## src/rtl/store_queue_ctrl.sv

```systemverilog
// -----------------------------------------------------------------------------
// store_queue_ctrl
//   Posted-store buffer and write scheduler between the core's byte-lane store
//   formatter and the data-memory write port. Stores are held in a circular
//   buffer and drained strictly in order under a valid/ready handshake. Loads
//   that hit a pending store raise ld_hazard so the core can stall. A flush
//   sequence (IDLE -> DRAIN -> DONE) blocks new stores until the queue is
//   empty and then pulses flush_done for one cycle.
//
//   Optional build macro: STORE_QUEUE_FWD_EN
//     When defined, adds ld_fwd_data/ld_fwd_mask. Matching pending stores are
//     merged oldest to youngest, and ld_hazard asserts only when the merged
//     mask does not cover the full word.
// -----------------------------------------------------------------------------
module store_queue_ctrl #(
   parameter int DEPTH = 4,   // number of entries, power of two, >= 2
   parameter int CW    = 3    // occupancy width, clog2(DEPTH)+1
) (
   input  logic          clk,
   input  logic          rst,
   // store request from MEM stage
   input  logic          st_valid,
   output logic          st_ready,
   input  logic [31:0]   st_addr,
   input  logic [31:0]   st_data,
   input  logic [3:0]    st_wmask,
   // load hazard check
   input  logic          ld_valid,
   input  logic [31:0]   ld_addr,
   output logic          ld_hazard,
   // memory write port
   output logic          mem_req_valid,
   input  logic          mem_req_ready,
   output logic [31:0]   mem_addr,
   output logic [31:0]   mem_data,
   output logic [3:0]    mem_wmask,
   // flush sequence
   input  logic          flush_req,
   output logic          flush_done,
`ifdef STORE_QUEUE_FWD_EN
   output logic [31:0]   ld_fwd_data,
   output logic [3:0]    ld_fwd_mask,
`endif
   output logic [CW-1:0] count
);

   localparam int PW = (DEPTH > 1) ? $clog2(DEPTH) : 1;

   typedef struct packed {
      logic [29:0] addr;    // word address, byte address bits [31:2]
      logic [31:0] data;    // lane-aligned data
      logic [3:0]  wmask;   // byte write mask
   } entry_t;

   typedef enum logic [1:0] {
      S_IDLE  = 2'd0,
      S_DRAIN = 2'd1,
      S_DONE  = 2'd2
   } state_t;

   // ---------------------------------------------------------------------------
   // State
   // ---------------------------------------------------------------------------
   entry_t           r_mem [DEPTH];
   logic [DEPTH-1:0] r_vld;
   logic [PW-1:0]    r_head;
   logic [PW-1:0]    r_tail;
   logic [CW-1:0]    r_count;
   state_t           r_state;

   // ---------------------------------------------------------------------------
   // Combinational nets
   // ---------------------------------------------------------------------------
   state_t           w_state_nxt;
   logic             w_full;
   logic             w_empty;
   logic             w_accept;
   logic             w_push;
   logic             w_pop;
   entry_t           w_head_entry;
   logic [DEPTH-1:0] w_match;
   logic             w_unused_lsbs;

   // Byte offsets are irrelevant to word-granular storage and matching.
   assign w_unused_lsbs = ^{st_addr[1:0], ld_addr[1:0]};

   assign w_full   = (r_count == CW'(DEPTH));
   assign w_empty  = (r_count == '0);

   // A handshake with an all-zero mask is acknowledged but never stored.
   assign w_accept = st_valid && st_ready;
   assign w_push   = w_accept && (st_wmask != 4'b0000);
   assign w_pop    = mem_req_valid && mem_req_ready;

   assign count    = r_count;

   // ---------------------------------------------------------------------------
   // Memory-side outputs: head entry, forced to zero while the queue is empty
   // ---------------------------------------------------------------------------
   assign w_head_entry  = r_mem[r_head];
   assign mem_req_valid = !w_empty;
   assign mem_addr      = w_empty ? 32'h0 : {w_head_entry.addr, 2'b00};
   assign mem_data      = w_empty ? 32'h0 : w_head_entry.data;
   assign mem_wmask     = w_empty ? 4'h0  : w_head_entry.wmask;

   // Entry payload storage; written on push only.
   // NOTE: the payload array has no reset; r_vld and r_count alone decide
   //       whether an entry is meaningful, so stale data is never observed.
   always_ff @(posedge clk) begin
      if (w_push) begin
         r_mem[r_tail] <= '{addr: st_addr[31:2], data: st_data, wmask: st_wmask};
      end
   end

   // Pointers, per-entry valid bits and occupancy count.
   // NOTE: sequential state is updated with non-blocking assignments so every
   //       register samples the pre-edge values of its inputs.
   always_ff @(posedge clk) begin
      if (rst) begin
         r_head  <= '0;
         r_tail  <= '0;
         r_count <= '0;
         r_vld   <= '0;
      end else begin
         // Pop before push: with the queue neither full nor empty the two
         // pointers never alias, so the order only matters for clarity.
         if (w_pop) begin
            r_vld[r_head] <= 1'b0;
            r_head        <= r_head + PW'(1);
         end
         if (w_push) begin
            r_vld[r_tail] <= 1'b1;
            r_tail        <= r_tail + PW'(1);
         end
         case ({w_push, w_pop})
            2'b10:   r_count <= r_count + CW'(1);
            2'b01:   r_count <= r_count - CW'(1);
            default: r_count <= r_count;
         endcase
      end
   end

   // Flush FSM state register.
   always_ff @(posedge clk) begin
      if (rst) begin
         r_state <= S_IDLE;
      end else begin
         r_state <= w_state_nxt;
      end
   end

   // Flush FSM next-state and store-side outputs.
   // NOTE: every output of this block gets a default first so no path through
   //       the case statement can leave a value unassigned and infer a latch.
   always_comb begin
      w_state_nxt = r_state;
      st_ready    = 1'b0;
      flush_done  = 1'b0;
      case (r_state)
         S_IDLE: begin
            // Accept only on current occupancy; a full queue stays closed even
            // in a cycle where the head is popped.
            st_ready = !w_full;
            if (flush_req) begin
               w_state_nxt = S_DRAIN;
            end
         end
         S_DRAIN: begin
            // Memory keeps draining through the normal pop path; the empty
            // test uses the registered count, so an already-empty queue still
            // spends one cycle here.
            if (w_empty) begin
               w_state_nxt = S_DONE;
            end
         end
         S_DONE: begin
            flush_done  = 1'b1;
            w_state_nxt = S_IDLE;
         end
         default: begin
            w_state_nxt = S_IDLE;
         end
      endcase
   end

   // Per-entry word-address match against the load; the head entry counts
   // even while it is being popped, and a store enqueueing this cycle does not.
   always_comb begin
      w_match = '0;
      for (int i = 0; i < DEPTH; i++) begin
         w_match[i] = r_vld[i] && (r_mem[i].addr == ld_addr[31:2]);
      end
   end

`ifdef STORE_QUEUE_FWD_EN
   logic [31:0] w_fwd_data;
   logic [3:0]  w_fwd_mask;

   // Merge matching entries oldest to youngest so the youngest write to each
   // byte lane wins; the merged mask is the OR of all matching masks.
   always_comb begin : fwd_merge
      logic [PW-1:0] idx;
      w_fwd_data = '0;
      w_fwd_mask = '0;
      idx        = '0;
      for (int k = 0; k < DEPTH; k++) begin
         idx = r_head + PW'(k);
         if (w_match[idx]) begin
            for (int b = 0; b < 4; b++) begin
               if (r_mem[idx].wmask[b]) begin
                  w_fwd_data[8*b +: 8] = r_mem[idx].data[8*b +: 8];
               end
            end
            w_fwd_mask = w_fwd_mask | r_mem[idx].wmask;
         end
      end
   end

   assign ld_fwd_data = ld_valid ? w_fwd_data : 32'h0;
   assign ld_fwd_mask = ld_valid ? w_fwd_mask : 4'h0;
   // Full-word coverage is forwarded; only a partial cover must stall.
   assign ld_hazard   = ld_valid && (|w_match) && (w_fwd_mask != 4'b1111);
`else
   // Without forwarding any pending store to the same word stalls the load.
   assign ld_hazard   = ld_valid && (|w_match);
`endif

endmodule
```

## config.mk

```make
export PLATFORM = sky130hd
export DESIGN_NAME = store_queue_ctrl
export DESIGN_NICKNAME = d
export VERILOG_FILES = /design/src/rtl/store_queue_ctrl.sv
export SDC_FILE = /design/constraint.sdc
export NUM_CORES = 1
export LEC_CHECK = 0
export CORE_MARGIN = 3
export CORE_UTILIZATION = 45
export CTS_BUF_LIST = sky130_fd_sc_hd__clkbuf_8
export DETAILED_ROUTE_END_ITERATION = 10
export HOLD_SLACK_MARGIN = 0.03
export PLACE_DENSITY = 0.75
export SYNTH_ARGS = -nofsm -noshare
export SYNTH_HDL_FRONTEND = slang
export SYNTH_SLANG_ARGS = --single-unit
```

## constraint.sdc

```tcl
create_clock -name clk -period 3.4 [get_ports clk]
set_input_delay 0.68 -clock clk [delete_from_list [all_inputs] [get_ports clk]]
set_output_delay 0.68 -clock clk [all_outputs]
set_load 0.03 [all_outputs]
```

Fig. 1: run 1, cell placement
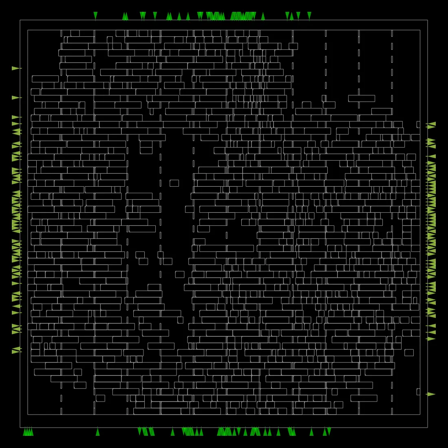
fill cell count: 2,049
flop share of the area: 53.72%
Tapcells: 335
Site Rows: 59

Fig. 2: run 1, nets reached from selected ports
Scale bar: 50 um.
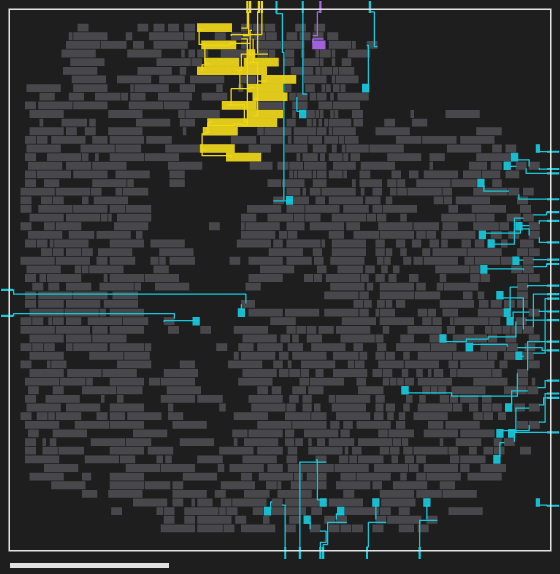
legend:
  cyan:
    port: mem_addr
    bits: 32
    direction: output
    edge: 21 east, 6 south, 3 north, 2 west
    end_cells: 32
    buffers: 30
    wire: 810 um
  purple:
    port: st_valid
    bits: 1
    direction: input
    edge: north
    end_cells: 1
    buffers: 1
    wire: 14.2 um
  yellow:
    port: st_wmask
    bits: 4
    direction: input
    edge: north
    end_cells: 17
    buffers: 4
    wire: 237 um
Boundary Pins: 181
port bufs: 174

Fig. 3: run 1, placed cells, one color a class
Fill, decap, tap and diode cells in gray.
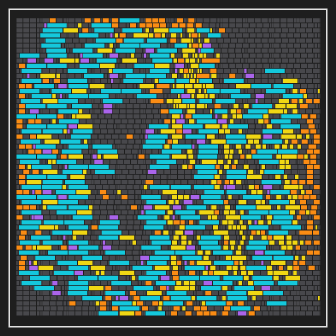
legend:
  orange:
    class: remaining buffers and delay cells
    cells: 209
  yellow:
    class: remaining logic cells
    cells: 360
  purple:
    class: clock drivers and dummy loads
    cells: 85
  cyan:
    class: sequential cells
    cells: 279

==> impl_metrics.env, run 1 <==
# source this file to load flow results
export IMPL_synthTopCellsByCount="264 x edfxtp_1, 78 x xnor2_1, 66 x and2_1, 66 x mux4_2, 46 x xor2_1"
export IMPL_status="finished clean"
export IMPL_crit_fanout=4
export IMPL_grt_max_degree=67
export IMPL_crit_type="primary input to output pin"
export IMPL_cts_sinks=279
export IMPL_drtAntennaViolNets=0
export IMPL_synth_flops=279
export IMPL_clock_path_buffers=3
export IMPL_cp_arrival_ns=2.65
export IMPL_post_cts_setup_buffers=0
export IMPL_cp_top_family="buffers and inverters"
export IMPL_dr_pass1_iters=6
export IMPL_die_area_mm2=0.02894
export IMPL_synth_async_reset_ratio_pct=0
export IMPL_htreeDepth=2
export IMPL_slowest_delay_ns=0.55
export IMPL_yosysMostFrequentCell="edfxtp_1"
export IMPL_path_buffers=4
export IMPL_routed_wl_mm=27.65
export IMPL_synth_edff_count=264
export IMPL_cts_buffers_inserted=46
export IMPL_maxCapViolations=0
export IMPL_yosys_cells=680
export IMPL_finalCriticalPeriod_ns=3.328
export IMPL_antenna_found_initial=5
export IMPL_log_warning_count=37
export IMPL_fin_tns_setup_ns=0
export IMPL_crit_path_start_kind="primary input"
export IMPL_synth_largest_area_cell="edfxtp_1"
export IMPL_yosys_area_share_simple_pct=6.720
export IMPL_cts_tree="built"
export IMPL_grt_busiest_layer="met2"
export IMPL_cts_hold_buffers_added=0
export IMPL_worst_pin_slew_ns=1.091
export IMPL_slowest_stage="clkdlybuf4s50_1"
export IMPL_hold_viol_final=0
export IMPL_synth_top_flop_cell="edfxtp_1"
==> run 1: layout make-up <==
| class | count | area [um^2] | share of cell area (%) |
|---|---|---|---|
| flip-flops and latches | 279 | 8235 | 53.72 |
| multi-input cells | 349 | 3710 | 24.20 |
| repair buffers | 209 | 2097 | 13.68 |
| clock buffers | 49 | 674.4 | 4.399 |
| well taps | 335 | 419.2 | 2.734 |
| clock inverters | 36 | 147.6 | 0.9631 |
| inverters | 11 | 43.79 | 0.2857 |
| diodes | 1 | 2.502 | 0.01632 |
==> run 1: cells in the final DEF (no fill, tap or decap), types with 2 or more instances in the layout <==
cell type,synthesis,final
a21oi_1,3,3
a22oi_2,4,4
and2_1,66,66
and2_4,0,4
buf_12,0,5
buf_4,3,30
clkbuf_8,0,49
clkdlybuf4s50_1,0,168
clkinv_1,0,18
clkinv_2,0,3
conb_1,1,2
dfxtp_1,15,13
dfxtp_4,0,2
dlymetal6s2s_1,0,5
edfxtp_1,264,264
ha_1,9,9
inv_1,10,23
mux4_2,66,66
nand2_1,3,3
nand3_1,4,4
nand4_1,24,24
nor2_1,12,12
nor4_1,16,14
nor4_2,0,2
xnor2_1,78,71
xnor2_2,0,7
xor2_1,46,46
==> run 1: metrics by stage <==
stage / power, mW / utilization (%) / area, um^2 / setup WS [ns]
final: 11.84 / 58.33 / 15330 / 0.07217
after global routing: 12.44 / 58.33 / 15330 / -0.01975
after CTS: 12.01 / 58.00 / 15240 / 0.03922
after detailed placement: 9.361 / 54.86 / 14420 / 0.05938
after global placement: 9.299 / 54.86 / 14420 / 0.03656
after floorplan: 7.438 / - / 12120 / 0.3810
==> run 1: worst min-delay path, cell delays in order (launching register included) <==
cell,delay (ns)
dfxtp_1,0.34
nand2_1,0.06
a21oi_1,0.07
==> run 1: final timing paths <==
kind                                             start               endpoint  depth (start not counted)  slack (ns)
worst max register to register   count[1]$_SDFFE_PP0P_  r_mem[1][5]$_DFFE_PP_                          5        0.86
worst min-delay path            r_head[1]$_SDFFE_PP0N_                   flop                          2        0.51
worst min register to register  r_head[1]$_SDFFE_PP0N_                   flop                          2        0.51
worst max-delay path                        ld_addr[2]              ld_hazard                          9        0.07
==> run 1: repair_timing <==
action | 4_1_cts | 5_1_grt
endpoints found under the setup margin | 9 | 4
resized | 1 | 15
pin swaps | 0 | 1
==> run 1: kinds of logic after synthesis <==
| kind of cell | Yosys count |
|---|---|
| adder cells (fa/ha/maj) | 10 |
| flip-flops | 279 |
| multiplexers | 67 |
| XOR/XNOR | 124 |
| buffers and inverters | 53 |
| other | 1 |
| AND-OR/OR-AND | 11 |
| AND/OR/NAND/NOR | 135 |
==> run 1: sequential cells by signal (all words and copies together), names as in the netlist, named ones only <==
name	flops
r_vld	4
count	3
r_state	2
r_head	2
r_mem	264
r_tail	2
==> run 1: report_power, final <==
group | switching, mW | internal (mW)
clock network | 1.27 | 1.33
logic | 2.66 | 2.17
registers | 0.185 | 4.23
==> run 1: metal layers <==
layer	routed length, um	part of all wire (%)
met4	612	2.2
met1	11460	41
met5	62	0.22
met2	13270	48
met3	2239	8.1
Fig. 4: run 1, metal layers overlaid
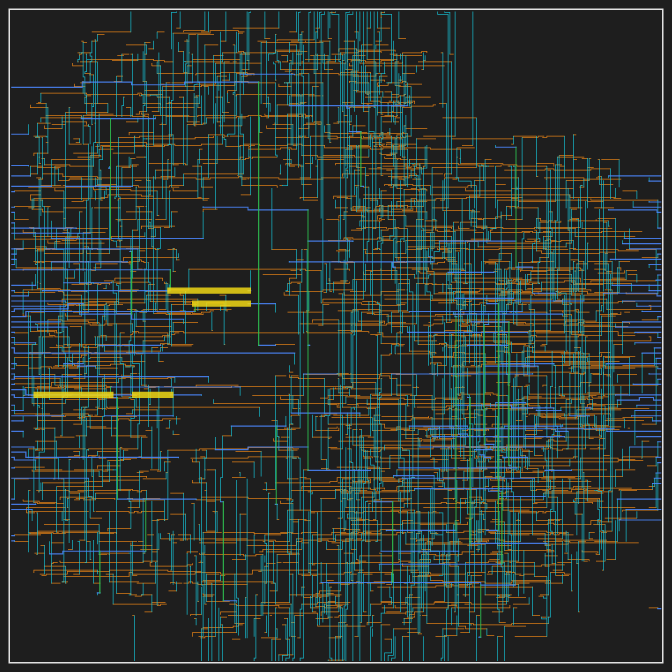

--- run 2 (diff from run 1) ---
--- a/config.mk
+++ b/config.mk
@@ -5,6 +5,7 @@
 export SDC_FILE = /design/constraint.sdc
 export NUM_CORES = 1
 export LEC_CHECK = 0
+export ABC_AREA = 1
 export CORE_MARGIN = 3
 export CORE_UTILIZATION = 45
 export CTS_BUF_LIST = sky130_fd_sc_hd__clkbuf_8
Fig. 5: run 2, metal layers overlaid
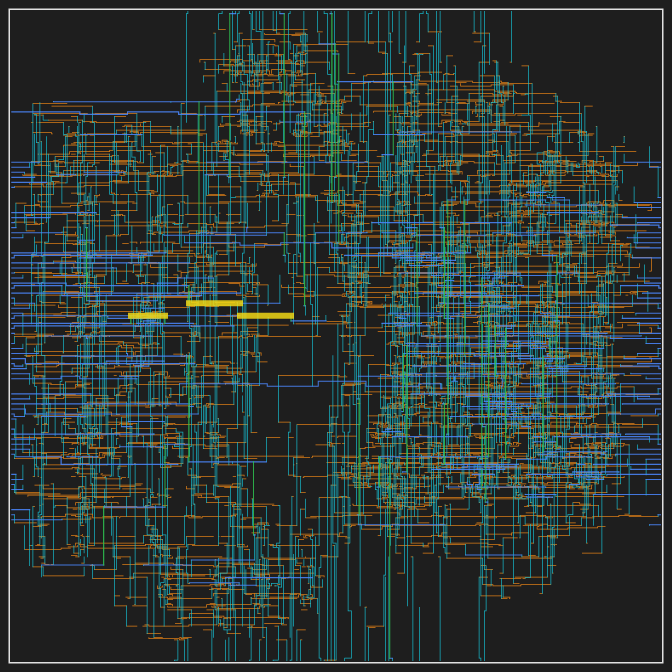
legend:
  blue:
    layer: M3
    wire_length: 3,840 um
  green:
    layer: M4
    wire_length: 1,010 um
  yellow:
    layer: M5
    wire_length: 36.8 um
  orange:
    layer: M1
    wire_length: 13,400 um
  cyan:
    layer: M2
    wire_length: 16,300 um
GRT Total Usage: 22.06%
WL final: 34.54 mm

==> run 2 against run 1 <==
Area after synthesis grew 7.4%. Flip-flop count unchanged. Sequential power decreased by 2%. Largest cell class unchanged. Largest power group unchanged.
==> impl_metrics.env, run 2 <==
# source this file to load flow results
export IMPL_worst_pin_slew_ns=0.5185
export IMPL_final_util_pct=56.93
export IMPL_synth_top_flop_cell="edfxtp_1"
export IMPL_hold_viol_final=0
export IMPL_regArea_mm2=0.008233
export IMPL_switching_share_pct=40.50
export IMPL_yosys_cells=1344
export IMPL_finalCriticalPeriod_ns=3.244
export IMPL_port_buffers=174
export IMPL_fin_tns_setup_ns=0
export IMPL_clock_path_buffers=3
export IMPL_end_kind="output pin"
export IMPL_fill_cells=2361
export IMPL_htreeDepth=2
export IMPL_cts_tree="built"
export IMPL_log_warning_count=36
export IMPL_synth_largest_area_cell="edfxtp_1"
export IMPL_reg2reg_from="count[1]$_SDFFE_PP0P_"
export IMPL_cts_hold_buffers_added=0
export IMPL_dr_pass1_iters=5
export IMPL_hold_path_cell_count=2
export IMPL_r2r_slack_ns=1.03
export IMPL_worstHoldStart="r_vld[0]$_SDFF_PP0_"
export IMPL_synthTopCellsByCount="283 x nand2_1, 264 x edfxtp_1, 212 x nor2_1"
export IMPL_crit_type="flop to output pin"
export IMPL_largest_register="r_mem"
export IMPL_cp_arrival_ns=2.56
export IMPL_die_area_mm2=0.03101
export IMPL_synth_async_reset_ratio_pct=0
export IMPL_mi_logic_area_mm2=0.003874
export IMPL_synth_cells=1344
export IMPL_grt_max_degree=73
export IMPL_cts_buffers_inserted=45
export IMPL_synth_flops=279
export IMPL_yosysMostFrequentCell="nand2_1"
export IMPL_status="finished clean"
export IMPL_power_switching_mw=5.035
export IMPL_rr_endpoint="count[2]$_SDFFE_PP0P_"
export IMPL_slowest_stage="clkdlybuf4s50_1"
export IMPL_crit_path_start_kind="flop"
export IMPL_antenna_found_initial=4
export IMPL_maxCapViolations=0
export IMPL_seq_power_share_pct=35.0
export IMPL_most_common_layout_cells="283 x nand2_1, 264 x edfxtp_1, 212 x nor2_1"
export IMPL_lay_top_count="nand2_1"
export IMPL_reg2reg_depth=14
export IMPL_clockPowerShare_pct=20.2
export IMPL_drtAntennaViolNets=0
export IMPL_whs_endpoint="r_vld[0]$_SDFF_PP0_"
export IMPL_combPwrFrac_pct=44.8
Fig. 6: run 2, nets reached from selected ports
Scale bar: 50 um.
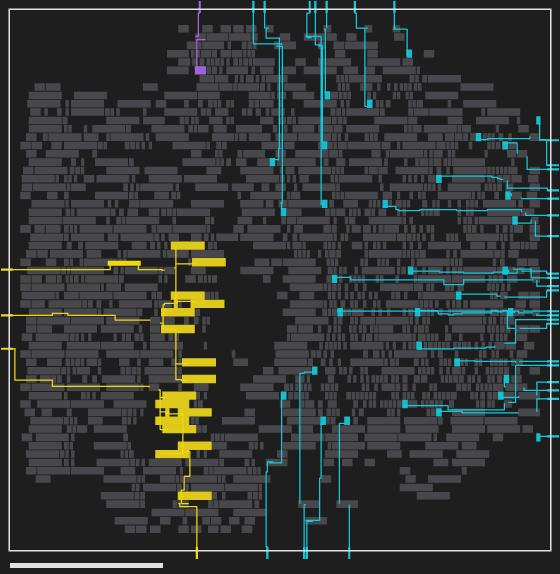
legend:
  yellow:
    port: st_wmask
    bits: 4
    direction: input
    edge: 3 west, 1 south
    end_cells: 18
    buffers: 4
    wire: 332 um
  purple:
    port: st_valid
    bits: 1
    direction: input
    edge: north
    end_cells: 1
    buffers: 1
    wire: 22.8 um
  cyan:
    port: mem_addr
    bits: 32
    direction: output
    edge: 21 east, 7 north, 4 south
    end_cells: 32
    buffers: 30
    wire: 1,230 um

-- run 2: cell types whose count changed after synthesis, moves of 16 or more --
cell	delta
nand2_1	+280
nor2_1	+200
a21oi_1	+120
inv_1	+109
o21ai_0	+77
and2_1	-66
mux4_2	-66
o21ai_1	+59
xnor2_1	-46
xor2_1	-42
inv_2	+37
buf_2	+25
clkbuf_1	-18
nor4_1	-16
-- run 2: critical path, delay by kind of cell, from the launching register on --
family / cells / cell delay (ns)
buf+inv: 2 / 1.03
flops: 1 / 0.46
compound gates: 2 / 0.33
simple gates: 2 / 0.16
-- run 2: what timing repair did --
action	CTS	global route
buffers inserted	0	0
resized	0	7
hold endpoints to repair	0	0
setup endpoints to repair	0	6
-- run 2: per-stage QoR --
step | worst slack [ns] | cell area, um^2 | hold WS [ns] | std cells | total power, mW
after floorplan | 0.3678 | 13020 | 0.4334 | 1345 | 7.622
after global placement | 0.3006 | 15260 | 0.4580 | 1857 | 9.909
after detailed placement | 0.2950 | 15260 | 0.4672 | 1857 | 9.968
after CTS | 0.02004 | 16010 | 0.4766 | 1932 | 12.51
after global routing | 0.01215 | 16030 | 0.5099 | 1933 | 13.11
final | 0.1565 | 16030 | 0.4785 | 1933 | 12.43
-- run 2: cells by family after synthesis --
group | count (synthesis) | share of synthesized area [%]
buffers and inverters | 225 | 7.112
adders and majority gates | 10 | 1.019
AOI/OAI and AO/OA | 271 | 10.63
DFF | 279 | 63.20
and+or+nand+nor | 522 | 15.59
xor gates and xnor gates | 36 | 2.422
other | 1 | 0.02880
-- run 2: power groups by stage --
| stage | clock network [mW] | logic (mW) | registers [mW] |
|---|---|---|---|
| floorplan | 0 | 3.23 | 4.40 |
| global placement | 0 | 5.51 | 4.40 |
| detailed placement | 0 | 5.55 | 4.42 |
| CTS | 2.58 | 5.59 | 4.35 |
| global route | 2.75 | 5.99 | 4.38 |
| finish | 2.51 | 5.57 | 4.35 |
-- run 2: final cells by class --
type	count	share of cell area, %
sequential	279	51.35
multi-input combinational	841	24.16
timing repair buffer	191	12.87
clock buffer	46	3.949
inverter	168	3.941
tap	378	2.950
clock inverter	29	0.7725
antenna	1	0.01561
-- run 2: how the worst max path moves through the flow --
stage,startpoint,to,slack (ns)
2_1_floorplan,count[0]$_SDFFE_PP0P_,r_mem[0][0]$_DFFE_PP_,0.37
3_3_place_gp,ld_addr[28],ld_hazard,0.30
3_5_place_dp,ld_addr[4],ld_hazard,0.30
4_1_cts,flop,mem_addr[6],0.02
5_1_grt,flop,mem_data[0],0.01
6_report,flop,mem_data[9],0.16
-- run 2: per-layer routing --
| metal | vias to the layer above | global-route usage [%] | routed length [um] |
|---|---|---|---|
| li1 | 4807 | - | - |
| met1 | 4618 | 27.24 | 13360 |
| met2 | 475 | 36.48 | 16290 |
| met3 | 76 | 7.462 | 3844 |
| met4 | 6 | 7.423 | 1013 |
| met5 | - | 0 | 36 |
Power is estimated from default activity; no workload was simulated.
